$ cat src/rtl/button_conditioner.sv
// Synchronise, debounce and edge-detect the five push-buttons; define AUTO_REPEAT_EN
// to add hold-to-auto-repeat press pulses on the channels selected by REPEAT_MASK.
module button_conditioner #(
  parameter int unsigned N_BTN           = 5,
  parameter int unsigned DEBOUNCE_CYCLES = 40000,
  parameter int unsigned HOLD_CYCLES     = 1000000,
  parameter int unsigned REPEAT_CYCLES   = 200000,
  parameter logic [N_BTN-1:0] REPEAT_MASK = N_BTN'(5'b01100)
) (
  input  logic             clk,
  input  logic             reset,
  input  logic [N_BTN-1:0] btn_async,
  output logic [N_BTN-1:0] btn_level,
  output logic [N_BTN-1:0] btn_press,
  output logic [N_BTN-1:0] btn_release
);

  localparam int unsigned CntW = (DEBOUNCE_CYCLES > 1) ? $clog2(DEBOUNCE_CYCLES) : 1;
  localparam logic [CntW-1:0] CntMax = CntW'(DEBOUNCE_CYCLES - 1);

  logic [N_BTN-1:0] syncMeta;
  logic [N_BTN-1:0] syncOut;
  logic [N_BTN-1:0] lvl;
  logic [CntW-1:0]  cnt [N_BTN];
  logic [N_BTN-1:0] rptFire;

  // Two-flop synchroniser feeding a per-channel stability counter
  always_ff @(posedge clk or posedge reset) begin
    if (reset) begin
      syncMeta <= '0;
      syncOut  <= '0;
      lvl      <= '0;
      for (int i = 0; i < N_BTN; i++) cnt[i] <= '0;
    end else begin
      syncMeta <= btn_async;
      syncOut  <= syncMeta;
      for (int i = 0; i < N_BTN; i++) begin
        if (syncOut[i] == lvl[i]) begin
          cnt[i] <= '0;
        end else if (cnt[i] == CntMax) begin
          lvl[i] <= ~lvl[i];
          cnt[i] <= '0;
        end else begin
          cnt[i] <= cnt[i] + CntW'(1);
        end
      end
    end
  end

`ifdef AUTO_REPEAT_EN
  localparam int unsigned RptSpan = (HOLD_CYCLES > REPEAT_CYCLES) ? HOLD_CYCLES : REPEAT_CYCLES;
  localparam int unsigned RcntW   = (RptSpan > 1) ? $clog2(RptSpan) : 1;
  localparam logic [RcntW-1:0] HoldMax = RcntW'(HOLD_CYCLES - 1);
  localparam logic [RcntW-1:0] RepMax  = RcntW'(REPEAT_CYCLES - 1);

  typedef enum logic [1:0] {IDLE, HOLD, REPEAT} rptState_t;

  rptState_t        rptState [N_BTN];
  logic [RcntW-1:0] rcnt     [N_BTN];

  // A repeat fires on the cycle its counter hits the compare point while still pressed
  always_comb begin
    rptFire = '0;
    for (int i = 0; i < N_BTN; i++) begin
      rptFire[i] = lvl[i] && (((rptState[i] == HOLD) && (rcnt[i] == HoldMax)) ||
                              ((rptState[i] == REPEAT) && (rcnt[i] == RepMax)));
    end
  end

  always_ff @(posedge clk or posedge reset) begin
    if (reset) begin
      for (int i = 0; i < N_BTN; i++) begin
        rptState[i] <= IDLE;
        rcnt[i]     <= '0;
      end
    end else begin
      for (int i = 0; i < N_BTN; i++) begin
        if (!REPEAT_MASK[i] || !lvl[i]) begin
          rptState[i] <= IDLE;
          rcnt[i]     <= '0;
        end else begin
          case (rptState[i])
            IDLE: begin
              // lvl high while still idle only happens on the rising cycle
              rptState[i] <= HOLD;
              rcnt[i]     <= '0;
            end
            HOLD: begin
              if (rcnt[i] == HoldMax) begin
                rptState[i] <= REPEAT;
                rcnt[i]     <= '0;
              end else begin
                rcnt[i] <= rcnt[i] + RcntW'(1);
              end
            end
            REPEAT: begin
              if (rcnt[i] == RepMax) rcnt[i] <= '0;
              else                   rcnt[i] <= rcnt[i] + RcntW'(1);
            end
            default: begin
              rptState[i] <= IDLE;
              rcnt[i]     <= '0;
            end
          endcase
        end
      end
    end
  end
`else
  assign rptFire = '0;
`endif

  // Output stage: level plus one-cycle edge pulses, all aligned to the same edge
  always_ff @(posedge clk or posedge reset) begin
    if (reset) begin
      btn_level   <= '0;
      btn_press   <= '0;
      btn_release <= '0;
    end else begin
      btn_level   <= lvl;
      btn_press   <= (lvl & ~btn_level) | (rptFire & REPEAT_MASK);
      btn_release <= ~lvl & btn_level;
    end
  end

endmodule

$ cat config.mk
export PLATFORM = sky130hd
export DESIGN_NAME = button_conditioner
export DESIGN_NICKNAME = d
export VERILOG_FILES = /design/src/rtl/button_conditioner.sv
export SDC_FILE = /design/constraint.sdc
export NUM_CORES = 1
export LEC_CHECK = 0
export CAP_MARGIN = 25
export CORE_ASPECT_RATIO = 0.8
export CORE_MARGIN = 5
export CORE_UTILIZATION = 55
export CTS_BUF_LIST = sky130_fd_sc_hd__clkbuf_4 sky130_fd_sc_hd__clkbuf_8 sky130_fd_sc_hd__clkbuf_16
export CTS_CLUSTER_SIZE = 20
export DETAILED_ROUTE_END_ITERATION = 7
export GPL_ROUTABILITY_DRIVEN = 0
export MAX_ROUTING_LAYER = met4
export PLACE_DENSITY_LB_ADDON = 0.2
export SYNTH_ARGS = -nofsm -noshare
export SYNTH_HDL_FRONTEND = slang
export SYNTH_SLANG_ARGS = --single-unit
$ cat constraint.sdc
create_clock -name clk -period 6.3 [get_ports clk]
set_input_delay 1.575 -clock clk [delete_from_list [all_inputs] [get_ports clk]]
set_output_delay 1.575 -clock clk [all_outputs]
set_load 0.05 [all_outputs]
**Run 1: wiring heat map**

The bar under the picture is 20 um long. 23 x 19 tiles, from dark blue (low) to red (high), scaled to the fullest tile. Values are wire area over tile area, all layers added.
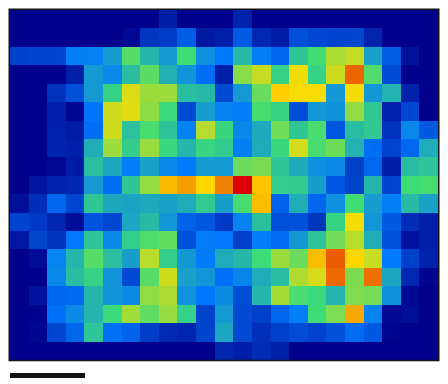
The mean over all tiles is 0.12. 19% of the tiles are over half the peak. The fullest tile reaches 0.42. 20% of the tiles are nearly empty. The emptiest ninth of the die: upper left. The densest ninth of the die: center.
gr usage total: 17.6%
routed vias: 3137
Final Routed Wirelength: 8230 um

**Run 1: cells colored by class**

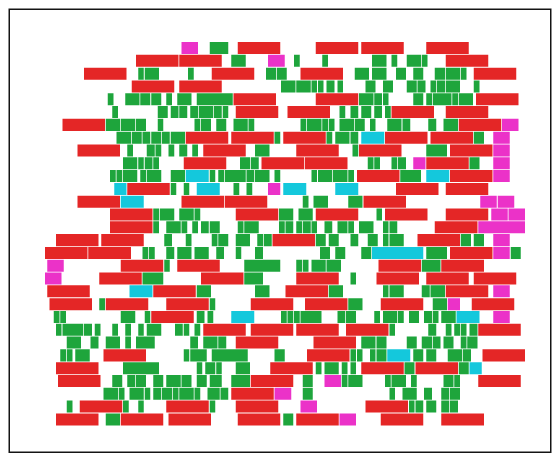
Key: red = flip-flops [cells 110, share of their area 52%]; green = all other logic [cells 335, share of their area 39%]; magenta = other buffers and delay cells [cells 25, share of their area 5.0%]; cyan = clock drivers and dummy loads [cells 14, share of their area 3.7%]
sequential cell area share: 51.1%
area of the core: 8520 sq um
final instance area: 5390 sq um
FP Rows: 30
Post-Route Utilization: 63.2%

==> results.txt, run 1 <==
Notes on the physical implementation.

- The run finished with clean final reports.
- After layout, the design draws a total of 0.00119 W.
- TritonCTS built the clock tree.
- The type of the tightest min-delay check is reg -> reg, for reference.
- On the critical path the largest part of the delay comes from buffers and inverters.
- The detailed placer's ending HPWL is 5700 um, for reference.
- The cell count listed in synth_stat.txt is 450, for reference.
- The final count of hold timing violations is 0, for reference.
- The cell-mix breakdown from Yosys lists the adder-cell area share as 1.30%.
- The floorplan net count is 462, for reference.
- In this run the power density over the cells is 221 nW/um^2.
- The synthesis-stage register bit count is 110, for reference.
- The critical setup path kind is reg -> out, for reference.
- In the finished layout, the clock tree contains a buffer count of 13.
- After floorplanning, the die was sized to cover 10800 sq um.
- The first-pass detailed-route iteration total is 4, for reference.
- In the finished design the tool counted flip-flops and latches totalling 110.
- The clock insertion delay at the later pin of the skew report is 0.35 ns, for reference.
- 22 I/O pins were placed.
- The most frequent logic cell in the layout is sky130_fd_sc_hd__dfrtp_1, for reference.
- In the final layout, multi-input gates take up 36.5% of the cell area.
- The portion of the post-synthesis area used by sequential elements is 57.1%, for reference.
- The number of distinct library cells after synthesis is 32, for reference.
- The max-cap violation count is 0, for reference.
- The share of final-layout standard cells stronger than drive strength 1 is 6.82%, for reference.
- The final layout reports a setup TNS of 0 ns.
- The final timing report counts setup violations totalling 0.
- The number of clock buffers inserted by TritonCTS is 9, for reference.
- The number of logic inverters in the finished layout is 18, for reference.
- Per the repair_timing log after CTS, setup buffers inserted total 0.
- The die is 115 um wide.
- The number of antenna diodes in the final layout is 0.
- Data arrives at the worst endpoint at 1.54 ns.
- The average cell area after synthesis is 10.7 sq um, for reference.
- After the last flow step, the layout net total stands at 493.
- The total overflow left after global routing is 0.
- The well-tap cell count is 112, for reference.
- The flip-flop count of the largest register after layout is 80, for reference.
- Before placement the cells fill 56.6% of the core.
- The master of the slowest instance on the critical path is sky130_fd_sc_hd__clkdlybuf4s50_1, for reference.
**Run 1: track usage over the die**

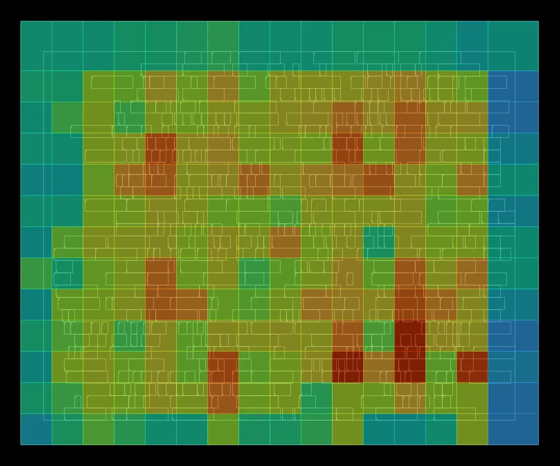
met1 Use GR: 25.4%
global-route track usage on met3: 4.31%
M2 GR Usage: 25.4%
routed wirelength normalized by instance count: 13.8 um
GRT Max-Usage Layer: met2

-- run 1: per-stage QoR --
step	std cells	worst slack [ns]	hold slack, ns
floorplan	450	1.82	0.331
global placement	579	3.10	0.334
detailed placement	580	3.04	0.335
CTS	594	3.15	0.358
global route	596	3.11	0.369
finish	596	3.18	0.351
-- run 1: cell usage after synthesis --
cell type | count | share of area (%)
sky130_fd_sc_hd__a21oi_1 | 4 | 0.42
sky130_fd_sc_hd__and2_1 | 1 | 0.13
sky130_fd_sc_hd__and3_1 | 2 | 0.26
sky130_fd_sc_hd__and4_1 | 1 | 0.18
sky130_fd_sc_hd__buf_2 | 3 | 0.31
sky130_fd_sc_hd__buf_4 | 1 | 0.16
sky130_fd_sc_hd__buf_6 | 1 | 0.23
sky130_fd_sc_hd__dfrtp_1 | 110 | 57
sky130_fd_sc_hd__ha_1 | 5 | 1.3
sky130_fd_sc_hd__inv_1 | 18 | 1.4
sky130_fd_sc_hd__mux2_2 | 5 | 1.2
sky130_fd_sc_hd__nand2_1 | 22 | 1.7
sky130_fd_sc_hd__nand3_1 | 24 | 2.5
sky130_fd_sc_hd__nand3_2 | 1 | 0.21
sky130_fd_sc_hd__nand4_1 | 17 | 2.2
sky130_fd_sc_hd__nand4_4 | 1 | 0.44
sky130_fd_sc_hd__nor2_1 | 88 | 6.8
sky130_fd_sc_hd__nor2b_1 | 10 | 1.3
sky130_fd_sc_hd__nor3_1 | 22 | 2.3
sky130_fd_sc_hd__nor4_1 | 21 | 2.7
sky130_fd_sc_hd__nor4b_1 | 3 | 0.54
sky130_fd_sc_hd__o21ai_0 | 3 | 0.31
sky130_fd_sc_hd__o31ai_1 | 1 | 0.16
sky130_fd_sc_hd__o31ai_2 | 2 | 0.52
sky130_fd_sc_hd__o31ai_4 | 3 | 1.3
sky130_fd_sc_hd__or2_1 | 2 | 0.26
sky130_fd_sc_hd__or2_2 | 1 | 0.13
sky130_fd_sc_hd__or3_1 | 5 | 0.65
sky130_fd_sc_hd__or3_4 | 1 | 0.23
sky130_fd_sc_hd__or4_1 | 1 | 0.16
sky130_fd_sc_hd__xnor2_1 | 50 | 9.1
sky130_fd_sc_hd__xor2_1 | 21 | 3.8
-- run 1: report_power, final --
| part | internal (W) | total [W] | switching [W] |
|---|---|---|---|
| Clock | 0.000211 | 0.000419 | 0.000208 |
| Combinational | 0.0000160 | 0.0000468 | 0.0000308 |
| Sequential | 0.000716 | 0.000725 | 0.00000839 |
| Total | 0.000943 | 0.00119 | 0.000247 |
-- run 1: final timing paths --
kind / startpoint / endpoint / slack, ns / cells after the start
max: btn_level[4] / btn_level[4] / 3.18 / 1
min: syncMeta[3] / syncOut[3] / 0.35 / 0
max reg2reg: cnt[16] / cnt[25] / 4.25 / 5
min reg2reg: syncMeta[3] / syncOut[3] / 0.35 / 0
max in group asynchronous: reset / cnt[1] / 3.82 / 4
min in group asynchronous: reset / btn_release[1] / 1.47 / 2
-- run 1: layer usage --
metal	vias to the layer above	share of wire [%]	track usage [%]
met5	-	0	-
li1	1584	-	-
met3	6	4.1	4.31
met2	48	43	25.4
met1	1499	52	25.4
met4	0	0.73	4.30
## Run 2: what changed since run 1
==> constraint.sdc (replaced) <==
create_clock -name clk -period 3.15 [get_ports clk]
set_input_delay 0.7875 -clock clk [delete_from_list [all_inputs] [get_ports clk]]
set_output_delay 0.7875 -clock clk [all_outputs]
set_load 0.05 [all_outputs]
**Run 2: cells colored by class**

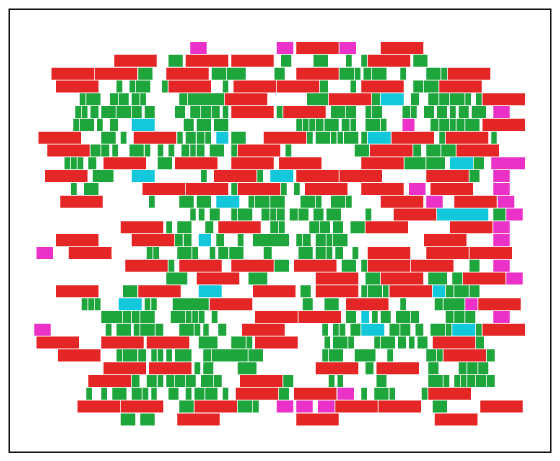
Key: green = all other logic [cells 335, share of their area 39%]; cyan = clock drivers and dummy loads [cells 16, share of their area 4.0%]; magenta = other buffers and delay cells [cells 24, share of their area 4.7%]; red = flip-flops [cells 110, share of their area 52%]
sequential cell area share: 51.1%
final instance area: 5390 sq um
Post-Route Utilization: 63.2%

==> run 2 against run 1 <==
Net effect: register-to-register slack got worse by 3.1 ns; cell area barely moved; cell count increased by 0.17%; critical path depth did not move; clock skew up 0.0015 ns; setup slack lost 2.4 ns; synthesized area stayed put; first-iteration DRC count up 8.2%; power rose by 100%; non-clock buffer count fell by 1; wire length is 5.7% lower; core utilization hardly changed; critical endpoint is now btn_level[0].
==> results.txt, run 2 <==
Notes on the physical implementation.

- The flow ran to the end, and the final reports show no timing, DRC or antenna violations.
- The final count of hold timing violations is 0, for reference.
- After detailed routing, the average wire length per cell comes to 13.0 um.
- The average instance in the mapped netlist occupies 10.7 sq um.
- The routed design uses 312 um of met3 wire.
- The data arrival time of the critical path is 1.55 ns, for reference.
- The CTS tree is yes, for reference.
- After synthesis, the largest area contributor takes up 57.1% of total cell area.
- The final timing report gives a worst setup slack of 0.809 ns.
- The most frequent logic cell in the layout is sky130_fd_sc_hd__dfrtp_1, for reference.
- The count of flip-flops with a built-in enable after synthesis is 0, for reference.
- The total internal power is 0.00189 W, for reference.
- The total wire length after detailed routing is 7760 um, for reference.
- The detailed placer's ending HPWL is 5290 um, for reference.
- The worst-case reg-to-reg setup slack stands at 1.14 ns.
- The capture instance of the worst register-to-register path is cnt[24], for reference.
- The die area is 10800 sq um, for reference.
- Of all cell types, the one taking the most synthesized area is sky130_fd_sc_hd__dfrtp_1.
- The report puts the cell count of the worst reg-to-reg path at 5.
- After synthesis, the cell types taking the most area are sky130_fd_sc_hd__dfrtp_1, sky130_fd_sc_hd__xnor2_1, sky130_fd_sc_hd__nor2_1.
- The repair_antennas step left the layout with diodes totalling 0.
- Yosys stat counts 450 cells in the synthesized netlist.
**Run 2: track usage over the die**

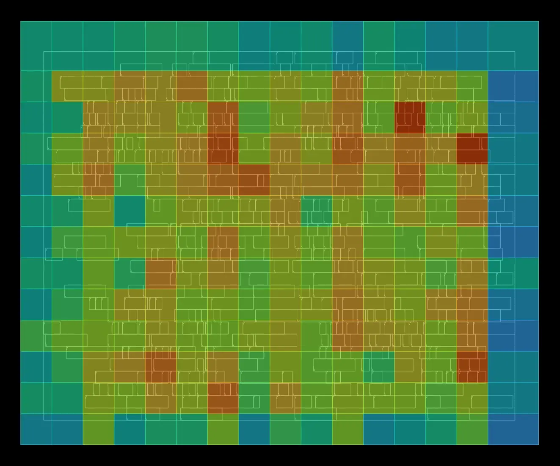
met1 Use GR: 23.5%
GRT Max-Usage Layer: met1
global-route track usage on met3: 4.64%
M2 GR Usage: 23.3%
gr usage total: 16.6%

==> run 2: cell counts after synthesis <==
Identical to the previous run, type by type.
==> run 2: power by group through the flow <==
stage	combinational (W)	sequential (W)	clock, W
floorplan	0.0000665	0.00147	0
global placement	0.0000901	0.00148	0
detailed placement	0.0000936	0.00148	0
CTS	0.0000939	0.00145	0.000901
global route	0.000106	0.00145	0.000955
finish	0.0000900	0.00145	0.000865
==> run 2: worst min-delay path by stage <==
stage                startpoint         end  slack (ns)  cells past startpoint
detailed placement  syncMeta[2]  syncOut[2]        0.34                      0
finish              syncMeta[2]  syncOut[2]        0.36                      0
global placement    syncMeta[3]  syncOut[3]        0.33                      0
CTS                 syncMeta[0]  syncOut[0]        0.36                      0
global route        syncMeta[3]  syncOut[3]        0.38                      0
floorplan           syncMeta[0]  syncOut[0]        0.33                      0
==> run 2: metrics by stage <==
step                      hold WS, ns  std cells
after floorplan                 0.331        450
after global placement          0.333        581
after detailed placement        0.340        581
after CTS                       0.358        597
after global routing            0.379        597
final                           0.357        597
==> run 2: routing by layer <==
metal  up-vias  global-route usage [%]
li1       1580                       -
met1      1521                    23.5
met2        54                    23.3
met3        11                    4.64
met4         0                    4.99
met5         -                       -
==> run 2: kinds of logic (layout without fill, tap and decap cells) <==
kind of cell | after synthesis | count (layout) | synth area share [%]
buffers and inverters | 23 | 58 | 2.10
multiplexers | 5 | 5 | 1.17
AND-OR/OR-AND | 13 | 13 | 2.72
flip-flops | 110 | 110 | 57.1
AND/OR/NAND/NOR | 223 | 223 | 22.8
adder cells (fa/ha/maj) | 5 | 5 | 1.30
XOR/XNOR | 71 | 71 | 12.9
==> run 2: final cells by class <==
type | count | area share (%)
Sequential cell | 110 | 51.1
Multi-Input combinational cell | 317 | 36.6
Timing Repair Buffer | 24 | 4.55
Clock buffer | 13 | 3.09
Tap cell | 112 | 2.60
Inverter | 18 | 1.32
Clock inverter | 3 | 0.790
Power figures rest on the tool's default switching activity, not on a simulated workload.
